$ cat config.mk
export PLATFORM = sky130hd
export DESIGN_NAME = clock_display_seq
export DESIGN_NICKNAME = d
export VERILOG_FILES = /design/src/rtl/clock_seq_pkg.sv /design/src/rtl/bcd2_counter.sv /design/src/rtl/clock_display_seq.sv
export SDC_FILE = /design/constraint.sdc
export NUM_CORES = 1
export LEC_CHECK = 0
export ABC_CLOCK_PERIOD_IN_PS = 3900
export CAP_MARGIN = 20
export CORE_MARGIN = 8
export CORE_UTILIZATION = 35
export DETAILED_ROUTE_END_ITERATION = 12
export PLACE_DENSITY = 0.52
export SYNTH_ARGS = -nofsm -noshare
export SYNTH_HDL_FRONTEND = slang
export SYNTH_HIERARCHICAL = 1
export SYNTH_SLANG_ARGS = --single-unit
$ cat constraint.sdc
create_clock -name Clock -period 3.9 [get_ports Clock]
set_clock_uncertainty 0.15 [all_clocks]
set_input_delay 0.39 -clock Clock [delete_from_list [all_inputs] [get_ports Clock]]
set_output_delay 0.39 -clock Clock [all_outputs]
set_load 0.02 [all_outputs]
$ cat src/rtl/clock_seq_pkg.sv
// rtl/clock_seq_pkg.sv - shared BCD types, display slot indices and 12-hour conversion
package clock_seq_pkg;

    typedef logic [3:0] bcd_t;

    typedef struct packed {
        bcd_t tens;
        bcd_t units;
    } bcd2_t;

    typedef struct packed {
        bcd2_t hour;
        logic  pm;
    } hour12_t;

    localparam logic [2:0] SLOT_HT = 3'd0;
    localparam logic [2:0] SLOT_HU = 3'd1;
    localparam logic [2:0] SLOT_MT = 3'd2;
    localparam logic [2:0] SLOT_MU = 3'd3;
    localparam logic [2:0] SLOT_ST = 3'd4;
    localparam logic [2:0] SLOT_SU = 3'd5;

    localparam int HOUR_PM_THRESHOLD = 12;

    // 00 reads as 12, 13..23 fold down by twelve, 01..12 pass through.
    function automatic hour12_t to_12h(input bcd2_t h);
        hour12_t    r;
        logic [4:0] bin;
        logic [4:0] disp;
        bin  = 5'(h.tens) * 5'd10 + 5'(h.units);
        r.pm = (bin >= 5'(HOUR_PM_THRESHOLD));
        if (bin == 5'd0)
            disp = 5'(HOUR_PM_THRESHOLD);
        else if (bin > 5'(HOUR_PM_THRESHOLD))
            disp = bin - 5'(HOUR_PM_THRESHOLD);
        else
            disp = bin;
        r.hour.tens  = (disp >= 5'd10) ? 4'd1 : 4'd0;
        r.hour.units = (disp >= 5'd10) ? 4'(disp - 5'd10) : 4'(disp);
        return r;
    endfunction

endpackage

$ cat src/rtl/bcd2_counter.sv
// rtl/bcd2_counter.sv - two-digit BCD counter wrapping at MODULUS-1 with carry out
module bcd2_counter
    import clock_seq_pkg::*;
#(
    parameter int MODULUS = 60
) (
    input  logic  clk,
    input  logic  rst_n,
    input  logic  inc,
    input  logic  clr,
    output bcd2_t value,
    output logic  carry
);

    localparam bcd_t LAST_TENS  = bcd_t'((MODULUS - 1) / 10);
    localparam bcd_t LAST_UNITS = bcd_t'((MODULUS - 1) % 10);

    if (MODULUS != 60 && MODULUS != 24) begin : g_bad_modulus
        $error("bcd2_counter MODULUS must be 60 or 24");
    end

    logic at_last;

    assign at_last = (value.tens == LAST_TENS) && (value.units == LAST_UNITS);
    // Clear wins over increment, so a cleared counter never reports a wrap.
    assign carry   = inc && !clr && at_last;

    always_ff @(posedge clk or negedge rst_n) begin
        if (!rst_n) begin
            value <= '0;
        end else if (clr) begin
            value <= '0;
        end else if (inc) begin
            if (at_last) begin
                value <= '0;
            end else if (value.units == 4'd9) begin
                value.tens  <= value.tens + 4'd1;
                value.units <= 4'd0;
            end else begin
                value.units <= value.units + 4'd1;
            end
        end
    end

endmodule

$ cat src/rtl/clock_display_seq.sv
// rtl/clock_display_seq.sv - BCD time-of-day keeper with multiplexed 4/6 digit display scan
module clock_display_seq
    import clock_seq_pkg::*;
#(
    parameter int NUM_DIGITS    = 4,
    parameter int TICKS_PER_SEC = 256,
    parameter int SCAN_DIV      = 16
) (
    input  logic                  Clock,
    input  logic                  nReset,
    input  logic                  Tick,
    input  logic                  SyncMinIn,
    input  logic                  SyncHourIn,
    input  logic                  Mode24,
    output logic [3:0]            D,
    output logic [NUM_DIGITS-1:0] Digit,
    output logic                  DP
);

    localparam int PW = (TICKS_PER_SEC > 1) ? $clog2(TICKS_PER_SEC) : 1;
    localparam int SW = (SCAN_DIV > 1) ? $clog2(SCAN_DIV) : 1;

    localparam logic [PW-1:0] PRESC_LAST = PW'(TICKS_PER_SEC - 1);
    localparam logic [PW-1:0] PRESC_HALF = PW'(TICKS_PER_SEC / 2);
    localparam logic [SW-1:0] SCAN_LAST  = SW'(SCAN_DIV - 1);
    localparam logic [2:0]    IDX_LAST   = 3'(NUM_DIGITS - 1);

    if (NUM_DIGITS != 4 && NUM_DIGITS != 6) begin : g_bad_digits
        $error("NUM_DIGITS must be 4 or 6");
    end
    if (TICKS_PER_SEC < 2) begin : g_bad_ticks
        $error("TICKS_PER_SEC must be at least 2");
    end
    if (SCAN_DIV < 1) begin : g_bad_scan
        $error("SCAN_DIV must be at least 1");
    end

    logic [PW-1:0] presc;
    logic          sec_tick;
    logic          sec_inc;
    logic          min_inc;
    logic          hour_inc;
    logic          sec_wrap;
    logic          min_wrap;
    logic          hour_wrap_unused;
    bcd2_t         sec;
    bcd2_t         min;
    bcd2_t         hour;

    assign sec_tick = Tick && (presc == PRESC_LAST);
    // A minute set restarts the second, so it masks the natural second carry.
    assign sec_inc  = sec_tick && !SyncMinIn;
    assign min_inc  = SyncMinIn || sec_wrap;
    // Set-minute wraps never reach the hour; a natural carry merges with an hour set.
    assign hour_inc = SyncHourIn || (min_wrap && !SyncMinIn);

    always_ff @(posedge Clock or negedge nReset) begin
        if (!nReset) begin
            presc <= '0;
        end else if (SyncMinIn) begin
            presc <= '0;
        end else if (Tick) begin
            presc <= sec_tick ? '0 : presc + PW'(1);
        end
    end

    bcd2_counter #(.MODULUS(60)) u_sec (
        .clk   (Clock),
        .rst_n (nReset),
        .inc   (sec_inc),
        .clr   (SyncMinIn),
        .value (sec),
        .carry (sec_wrap)
    );

    bcd2_counter #(.MODULUS(60)) u_min (
        .clk   (Clock),
        .rst_n (nReset),
        .inc   (min_inc),
        .clr   (1'b0),
        .value (min),
        .carry (min_wrap)
    );

    bcd2_counter #(.MODULUS(24)) u_hour (
        .clk   (Clock),
        .rst_n (nReset),
        .inc   (hour_inc),
        .clr   (1'b0),
        .value (hour),
        .carry (hour_wrap_unused)
    );

    logic [SW-1:0]         scan_cnt;
    logic [2:0]            idx;
    hour12_t               h12;
    bcd2_t                 hour_disp;
    bcd_t                  slot_val;
    logic                  slot_dp;
    logic                  blank;
    logic [NUM_DIGITS-1:0] digit_sel;

    assign h12       = to_12h(hour);
    assign hour_disp = Mode24 ? hour : h12.hour;
    assign blank     = !Mode24 && (idx == SLOT_HT) && (hour_disp.tens == 4'd0);
    assign digit_sel = NUM_DIGITS'(1) << (IDX_LAST - idx);

    always_comb begin
        slot_val = '0;
        slot_dp  = 1'b0;
        case (idx)
            SLOT_HT: slot_val = hour_disp.tens;
            SLOT_HU: slot_val = hour_disp.units;
            SLOT_MT: slot_val = min.tens;
            SLOT_MU: slot_val = min.units;
            SLOT_ST: slot_val = sec.tens;
            SLOT_SU: slot_val = sec.units;
            default: slot_val = '0;
        endcase
        // Colon blinks in the first half of each second; PM dot sits on the rightmost digit.
        if (idx == SLOT_HU)
            slot_dp = (presc < PRESC_HALF);
        else if (idx == IDX_LAST)
            slot_dp = !Mode24 && h12.pm;
    end

    always_ff @(posedge Clock or negedge nReset) begin
        if (!nReset) begin
            scan_cnt <= '0;
            idx      <= SLOT_HT;
            D        <= '0;
            Digit    <= '0;
            DP       <= 1'b0;
        end else if (scan_cnt == SCAN_LAST) begin
            scan_cnt <= '0;
            idx      <= (idx == IDX_LAST) ? SLOT_HT : idx + 3'd1;
            D        <= blank ? '0 : slot_val;
            Digit    <= blank ? '0 : digit_sel;
            DP       <= blank ? 1'b0 : slot_dp;
        end else begin
            scan_cnt <= scan_cnt + SW'(1);
        end
    end

endmodule

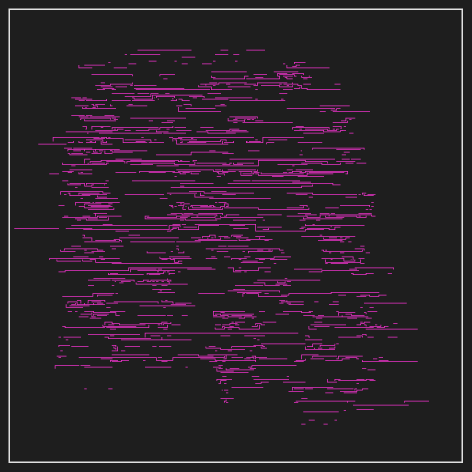
Fig. 1. Met1 routing.
Drawn at 4 px/µm.
- wire length on this layer: 3770 µm
- nets with wire on the layer: 365
- longest straight run: 38.2 µm

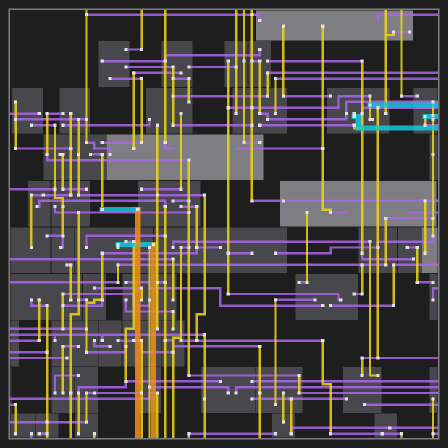
Fig. 2. Layout detail.
Window x 16 to 41, y 72 to 97 µm. Cells in grey, sequential cells in the stronger grey; small squares are vias.
- yellow: M2
- orange: M4
- cyan: M3
- purple: M1
- cells with their middle in the window: 40
- most frequent: nor2_1 (6), nand2_1 (4), inv_1 (4)
- sequential cells in the window: 3
- netlist names of flops here include: D (2), Digit (1)

==> flow_summary.ini <==
; generated from flow reports
[run_status]
status = finished clean

[job]
maximum_capacitance_violations = 0

[pwr]
pwr.group.combinational_uw = 88.4
power.leakage_uw = 0.00157
power.sequential.fraction_pct = 57.6
power_uw = 890
total_power_density_per_cell_area_nw_per_um2 = 242
power.sequential.total_uw = 512
power-top-group = registers

[route]
finalWirelength_mm = 7.57
met1Wirelength_mm = 3.77
routed_via_density = 5.47
route.met3.wl_um = 161
tritonroute_pass_1_iters = 4
via_count = 2605
route.top_layer_used = met4
initialDrtViolationCount = 126
route.antenna.remaining_nets = 0
post_detailed_route_wirelength_per_cell_um = 15.9
met2WireLength_mm = 3.54

[finish]
final_layout_top_logic_cell = sky130_fd_sc_hd__dfrtp_1
non_clock_inverter_count = 19
bufAreaShareNonClock_pct = 5.58
nMultiInputCombCells = 268
clkCellAreaFrac_pct = 2.11
design.final.nets = 398
logic_area_um2 = 1990
post_route_cells_drive_above_1_share_pct = 10.1
postLayoutCoreUtil_pct = 40.0
design.seq.count = 48

[timing]
worstMarginPinSlew_ps = 552
fin_setup_tns_ps = 0
clock.fmax_mhz = 269
grt_setup_unrepaired = no
postLayoutSetupSlackWorst_ps = 189
finalHoldViolations = 0
layout_worst_path_cycle_share_pct = 95.1
layout_min_cycle_time_ps = 3710
timing.slew.headroom_pct = 62.8
final.hold.worst_slack_ps = 350
finalMaxSlewViolations = 0

[worst_setup_path]
cp.depth = 13
crit_family = adder cells
reg2reg_setup_slack_ps = 190
critical_path_class = reg2reg
critical_path_s_most_frequent_cell = sky130_fd_sc_hd__ha_1
critical_path.startpoint = u_hour/value[6]$_DFFE_PN0P_
r2r_start = u_hour/value[6]$_DFFE_PN0P_
worstSetupEndpointType = flop
worstPathArrival_ps = 3750
cp_cell_sequence = ha_1, ha_1, xor2_2, inv_2, ha_1, nor3b_2, o31ai_1, ha_1, inv_1, o311ai_2, a31oi_4, and2_1, a32o_1
worst_ep_required_time_ps = 3940
rr_worst_depth = 13
cp_slowest_stage_delay_ps = 450
timing.critical_path.to = D[2]$_DFFE_PN0N_

[grt]
met2_usage_pct = 20.2
grt.total_usage_pct = 12.3
grt_max_degree = 37
grt_first_pass_wirelength_mm = 12.9
antenna_found_initial = 0
globalRouteMet3Util_pct = 2.02
residual_overflow_from_global_routing = 0
use_met1_pct = 16.2
first_global_vias = 2556

[logic_synthesis]
synth_cells = 341
syn-mean-instance-area_um2 = 9.64

[floorplan]
fp.dieW_um = 113
chip_area_um2 = 12700
die-height_um = 113
floorplanUtilization_pct = 35.7
ioPinCount = 15
rows = 35

[cts]
cts_resized = 0
clkSlewWorstSetupHoldPaths_ps = 90
clk_path_buf_depth = 2
cts_post_setup_buffers_inserted = 0
cts_hold_repair.buffers = 1

[place]
gp_congestion = 0.831
dp.cells = 468
placed_cell_area_um2 = 3590
dp.final_hpwl_mm = 5.68

[hold_path]
min-delay-path-class = in2async
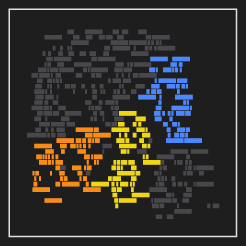
Fig. 3. Placement by RTL instance.
Drawn at 2 px/µm. Other cells in grey.
- yellow: u_sec (cells 50)
- blue: u_min (cells 51; where middle right)
- orange: u_hour (cells 58)
- not coloured: 206

Power and IR drop assume default switching activity.
